`config.mk`:
```
export PLATFORM = sky130hd
export DESIGN_NAME = sec_imul_iterative
export DESIGN_NICKNAME = d
export VERILOG_FILES = /design/src/rtl/sec_imul_iterative_pkg.sv /design/src/rtl/sec_imul_iterative_dpath.sv /design/src/rtl/vc_LeftLogicalShifter.sv /design/src/rtl/vc_RightLogicalShifter.sv /design/src/rtl/vc_SimpleAdder.sv /design/src/rtl/sec_imul_iterative.sv
export SDC_FILE = /design/constraint.sdc
export NUM_CORES = 1
export LEC_CHECK = 0
export CAP_MARGIN = 20
export CORE_MARGIN = 1
export CORE_UTILIZATION = 40
export CTS_BUF_LIST = sky130_fd_sc_hd__clkbuf_4
export CTS_CLUSTER_SIZE = 25
export DETAILED_ROUTE_END_ITERATION = 12
export SYNTH_ARGS = -nofsm -noshare
export SYNTH_HDL_FRONTEND = slang
export SYNTH_HIERARCHICAL = 1
export SYNTH_SLANG_ARGS = --single-unit
```
`constraint.sdc`:
```
create_clock -name clk -period 3.6 [get_ports clk]
set_clock_uncertainty 0.15 [all_clocks]
set_input_delay 0.72 -clock clk [delete_from_list [all_inputs] [get_ports clk]]
set_output_delay 0.72 -clock clk [all_outputs]
set_load 0.05 [all_outputs]
```
`src/rtl/sec_imul_iterative_pkg.sv`:
```
// sec_imul_iterative_pkg: shared state and domain encodings for the iterative multiplier
package sec_imul_iterative_pkg;
  typedef enum logic [1:0] {
    IMUL_IDLE = 2'd0,
    IMUL_CALC = 2'd1,
    IMUL_DONE = 2'd2
  } imul_state_e;
  localparam logic DOMAIN_NORMAL = 1'b0;
  localparam logic DOMAIN_SECURE = 1'b1;
endpackage

```
`src/rtl/sec_imul_iterative_dpath.sv`:
```
// sec_imul_iterative_dpath: operand, partial-product and domain registers for the shift-add multiplier
module sec_imul_iterative_dpath
  import sec_imul_iterative_pkg::*;
#(
  parameter int p_nbits = 32
) (
  input  logic               clk,
  input  logic               reset,
  input  logic               load,
  input  logic               step,
  input  logic               add_en,
  input  logic               clear,
  input  logic [p_nbits-1:0] req_a,
  input  logic [p_nbits-1:0] req_b,
  input  logic               req_domain,
  output logic               b_lsb,
  output logic [p_nbits-1:0] result,
  output logic               domain
);
  logic [p_nbits-1:0] a_q, a_d, b_q, b_d, res_q, res_d;
  logic [p_nbits-1:0] a_shl, b_shr, sum;
  logic               dom_q, dom_d;

  vc_SimpleAdder #(.p_nbits(p_nbits)) u_add (
    .in0 (res_q),
    .in1 (a_q),
    .out (sum)
  );

  vc_LeftLogicalShifter #(.p_nbits(p_nbits), .p_shamt_nbits(1)) u_shl (
    .in    (a_q),
    .shamt (1'b1),
    .out   (a_shl)
  );

  vc_RightLogicalShifter #(.p_nbits(p_nbits), .p_shamt_nbits(1)) u_shr (
    .in    (b_q),
    .shamt (1'b1),
    .out   (b_shr)
  );

  // Operands are only sampled on acceptance; completion wipes data so no residue survives into IDLE
  always_comb begin
    a_d   = load ? req_a : clear ? '0 : step ? a_shl : a_q;
    b_d   = load ? req_b : clear ? '0 : step ? b_shr : b_q;
    res_d = (load || clear) ? '0 : add_en ? sum : res_q;
    dom_d = load ? req_domain : dom_q;
  end

  // Data and domain registers
  always_ff @(posedge clk or posedge reset) begin
    if (reset) begin
      a_q   <= '0;
      b_q   <= '0;
      res_q <= '0;
      dom_q <= DOMAIN_NORMAL;
    end else begin
      a_q   <= a_d;
      b_q   <= b_d;
      res_q <= res_d;
      dom_q <= dom_d;
    end
  end

  assign b_lsb  = b_q[0];
  assign result = res_q;
  assign domain = dom_q;
endmodule

```
`src/rtl/vc_LeftLogicalShifter.sv`:
```
// vc_LeftLogicalShifter: logical left shift by shamt, zero fill
module vc_LeftLogicalShifter #(
  parameter int p_nbits       = 32,
  parameter int p_shamt_nbits = 1
) (
  input  logic [p_nbits-1:0]       in,
  input  logic [p_shamt_nbits-1:0] shamt,
  output logic [p_nbits-1:0]       out
);
  assign out = in << shamt;
endmodule

```
`src/rtl/vc_RightLogicalShifter.sv`:
```
// vc_RightLogicalShifter: logical right shift by shamt, zero fill
module vc_RightLogicalShifter #(
  parameter int p_nbits       = 32,
  parameter int p_shamt_nbits = 1
) (
  input  logic [p_nbits-1:0]       in,
  input  logic [p_shamt_nbits-1:0] shamt,
  output logic [p_nbits-1:0]       out
);
  assign out = in >> shamt;
endmodule

```
`src/rtl/vc_SimpleAdder.sv`:
```
// vc_SimpleAdder: modular adder, carry out discarded
module vc_SimpleAdder #(
  parameter int p_nbits = 32
) (
  input  logic [p_nbits-1:0] in0,
  input  logic [p_nbits-1:0] in1,
  output logic [p_nbits-1:0] out
);
  assign out = in0 + in1;
endmodule

```
`src/rtl/sec_imul_iterative.sv`:
```
// sec_imul_iterative: fixed-latency shift-add multiplier with val/rdy ports and domain tagging
module sec_imul_iterative
  import sec_imul_iterative_pkg::*;
#(
  parameter int p_nbits = 32
) (
  input  logic               clk,
  input  logic               reset,
  input  logic               req_domain,
  input  logic               req_val,
  output logic               req_rdy,
  input  logic [p_nbits-1:0] req_a,
  input  logic [p_nbits-1:0] req_b,
  output logic               resp_val,
  input  logic               resp_rdy,
  output logic               resp_domain,
  output logic [p_nbits-1:0] resp_result
);
  localparam int p_cnt_w = $clog2(p_nbits) + 1;
  localparam logic [p_cnt_w-1:0] CNT_LAST = p_cnt_w'(p_nbits - 1);

  imul_state_e        state_q, state_d;
  logic [p_cnt_w-1:0] cnt_q, cnt_d;
  logic               req_rdy_q, req_rdy_d, resp_val_q, resp_val_d;
  logic               load, step, add_en, clear, last, b_lsb;

  // Next-state logic; the counter runs all p_nbits steps regardless of operand values
  always_comb begin
    load       = (state_q == IMUL_IDLE) && req_val && req_rdy_q;
    step       = state_q == IMUL_CALC;
    add_en     = step && b_lsb;
    last       = step && (cnt_q == CNT_LAST);
    clear      = (state_q == IMUL_DONE) && resp_rdy;
    state_d    = load ? IMUL_CALC : last ? IMUL_DONE : clear ? IMUL_IDLE : state_q;
    cnt_d      = load ? '0 : step ? cnt_q + 1'b1 : cnt_q;
    req_rdy_d  = state_d == IMUL_IDLE;
    resp_val_d = state_d == IMUL_DONE;
  end

  // Control FSM with registered handshake outputs
  always_ff @(posedge clk or posedge reset) begin
    if (reset) begin
      state_q    <= IMUL_IDLE;
      cnt_q      <= '0;
      req_rdy_q  <= 1'b0;
      resp_val_q <= 1'b0;
    end else begin
      state_q    <= state_d;
      cnt_q      <= cnt_d;
      req_rdy_q  <= req_rdy_d;
      resp_val_q <= resp_val_d;
    end
  end

  sec_imul_iterative_dpath #(.p_nbits(p_nbits)) u_dpath (
    .clk        (clk),
    .reset      (reset),
    .load       (load),
    .step       (step),
    .add_en     (add_en),
    .clear      (clear),
    .req_a      (req_a),
    .req_b      (req_b),
    .req_domain (req_domain),
    .b_lsb      (b_lsb),
    .result     (resp_result),
    .domain     (resp_domain)
  );

  assign req_rdy  = req_rdy_q;
  assign resp_val = resp_val_q;
endmodule

```
**Metal 1**

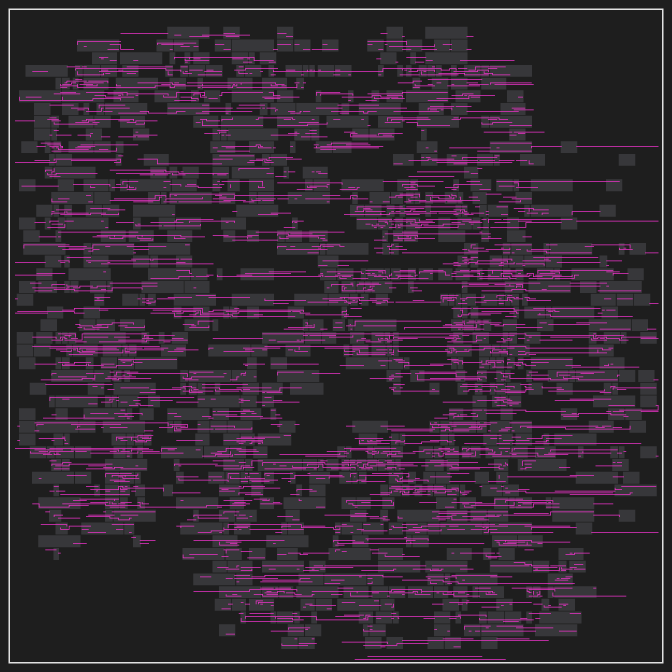
wire length on this layer = 8380 µm
share of all routed wire = 47%
main direction = horizontal

**Metal 2**

The bar under the picture is 50 µm long.
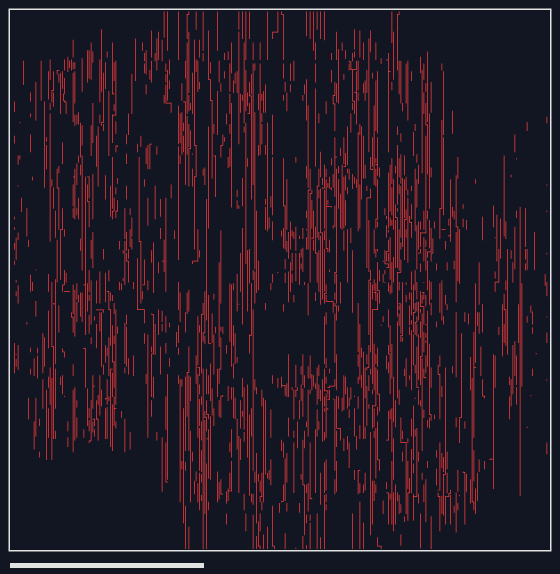
share of all routed wire = 48%
main direction = vertical
nets with wire on the layer = 762
wire length on this layer = 8410 µm
longest straight run = 74.5 µm

**Signal wires on met3**

The bar under the picture is 50 µm long.
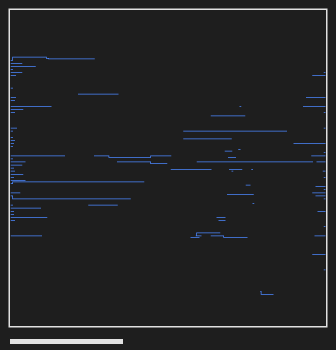
nets with wire on the layer = 75
main direction = horizontal
share of all routed wire = 4.0%

**Clock wiring as the flow saved it**

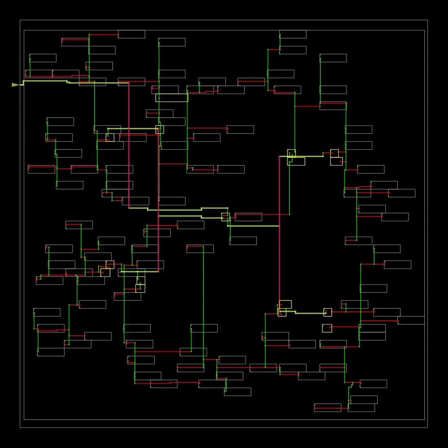
power of the clock network: 0.698 mW
number of clock buffers in the layout: 9
worst-skew pair later-pin latency: 0.49 ns

==> cells in the mapped netlist (9+ instances only) <==
cell type	number
sky130_fd_sc_hd__dfrtp_1	107
sky130_fd_sc_hd__mux2i_1	96
sky130_fd_sc_hd__nand2_1	87
sky130_fd_sc_hd__o21ai_0	72
sky130_fd_sc_hd__mux2_4	58
sky130_fd_sc_hd__nor2_1	54
sky130_fd_sc_hd__ha_1	32
sky130_fd_sc_hd__a21oi_1	28
sky130_fd_sc_hd__clkbuf_1	18
sky130_fd_sc_hd__xnor2_1	18
sky130_fd_sc_hd__xor2_1	13
sky130_fd_sc_hd__a21o_1	12
sky130_fd_sc_hd__inv_1	11
sky130_fd_sc_hd__nand3_1	9
==> stage by stage <==
stage / worst slack (ns) / utilization, % / total power, mW / instances / hold slack, ns
5_1_grt: 0.194 / 47.9 / 8.72 / 1047 / 0.387
6_report: 0.480 / 47.9 / 8.08 / 1047 / 0.371
3_5_place_dp: 0.528 / 47.1 / 7.42 / 1031 / 0.351
2_1_floorplan: 0.196 / - / 6.21 / 741 / 0.304
3_3_place_gp: 0.579 / 47.1 / 7.30 / 1031 / 0.320
4_1_cts: 0.493 / 47.9 / 8.14 / 1047 / 0.374
==> cell families after synthesis <==
group                      Yosys count  share of synthesized area (%)
AOI/OAI and AO/OA                  165                           14.2
xor gates and xnor gates            31                           3.59
muxes                              159                           25.0
and+or+nand+nor                    183                           10.6
adders and majority gates           33                           5.56
DFF                                107                           35.4
other                                1                         0.0496
buffers and inverters               61                           5.61
==> report_power, final <==
| group | switching [mW] | internal, mW | total, mW |
|---|---|---|---|
| combinational | 2.88 | 2.29 | 5.17 |
| sequential | 0.495 | 1.72 | 2.21 |
| clock | 0.466 | 0.231 | 0.698 |
| total | 3.84 | 4.24 | 8.08 |
==> metal layers <==
metal	part of all wire, %	wire length, µm	track usage (%)	vias to the layer above
met2	48	8410	31.1	103
li1	-	-	-	2789
met5	0	0	0	-
met3	4.0	704	3.89	14
met4	1.1	187	4.44	0
met1	47	8380	24.8	2793
==> registers in the layout (all words and copies together) (netlist names) <==
name            cells
state_q             2
u_dpath/domain      1
u_dpath/result     32
u_dpath/a_q        32
resp_val            1
req_rdy             1
u_dpath/b_q        32
cnt_q               6
==> critical path, cell delays in order (launching register included) <==
cell	delay, ns
sky130_fd_sc_hd__dfrtp_1	0.43
sky130_fd_sc_hd__ha_1	0.23
sky130_fd_sc_hd__fa_1	0.40
sky130_fd_sc_hd__a21o_1	0.23
sky130_fd_sc_hd__a221oi_4	0.35
sky130_fd_sc_hd__o211ai_4	0.17
sky130_fd_sc_hd__a31o_2	0.30
sky130_fd_sc_hd__a31oi_1	0.25
sky130_fd_sc_hd__o21ai_0	0.14
sky130_fd_sc_hd__xor2_1	0.16
sky130_fd_sc_hd__mux2i_1	0.15
sky130_fd_sc_hd__nor2_1	0.06
==> cell type report <==
class	instances	share of cell area, %
multi-input combinational	573	51.0
timing repair buffer	109	12.7
tap	229	3.27
sequential	107	30.6
inverter	13	0.600
clock inverter	7	1.09
clock buffer	9	0.771
==> run notes <==
The synthesis and PnR run went through. In this run the register-to-register setup slack is 0.48 ns. TritonCTS built the clock tree. Die area landed at 19500 µm². The number of antenna violations at the first check in global routing is 0.

Looking at the hold checks, the worst path lands on cnt_q[4]. By startpoint and endpoint, the worst setup path is classified as reg2reg. The pin closest to its max-slew limit shows a slew of 1.07 ns. Final design instance area without fill landed at 8760 µm². Final count of hold timing violations landed at 0.

In this run the most critical hold path is launched from cnt_q[4]. Global routing used 18.7% of the available tracks. After clock tree synthesis, the setup repair step added 0 buffers. The tree built by TritonCTS fans out to 107 sinks.

Share of the cycle needed by the critical path after routing landed at 86.7%. Die width landed at 140 µm. The worst setup path is captured at a register.

Total wire length after detailed routing landed at 17.7 mm. The run finished with clean final reports. After legalization and detailed placement, the total HPWL measured 12.5 mm. Final routed DRC violation total landed at 0. Yosys chip area landed at 7560 µm². CTS placed an instance of sky130_fd_sc_hd__clkbuf_4 at the clock tree root. Leaving out fill and tap cells, the most frequent cells in the layout are sky130_fd_sc_hd__dfrtp_1 (107), sky130_fd_sc_hd__clkdlybuf4s50_1 (103), sky130_fd_sc_hd__mux2i_1 (96), sky130_fd_sc_hd__nand2_1 (87), sky130_fd_sc_hd__o21ai_0 (72). Number of placement rows landed at 49. Post-layout net count landed at 915. After detailed placement, the total cell area comes to 8600 µm².
Power and IR drop assume default switching activity.
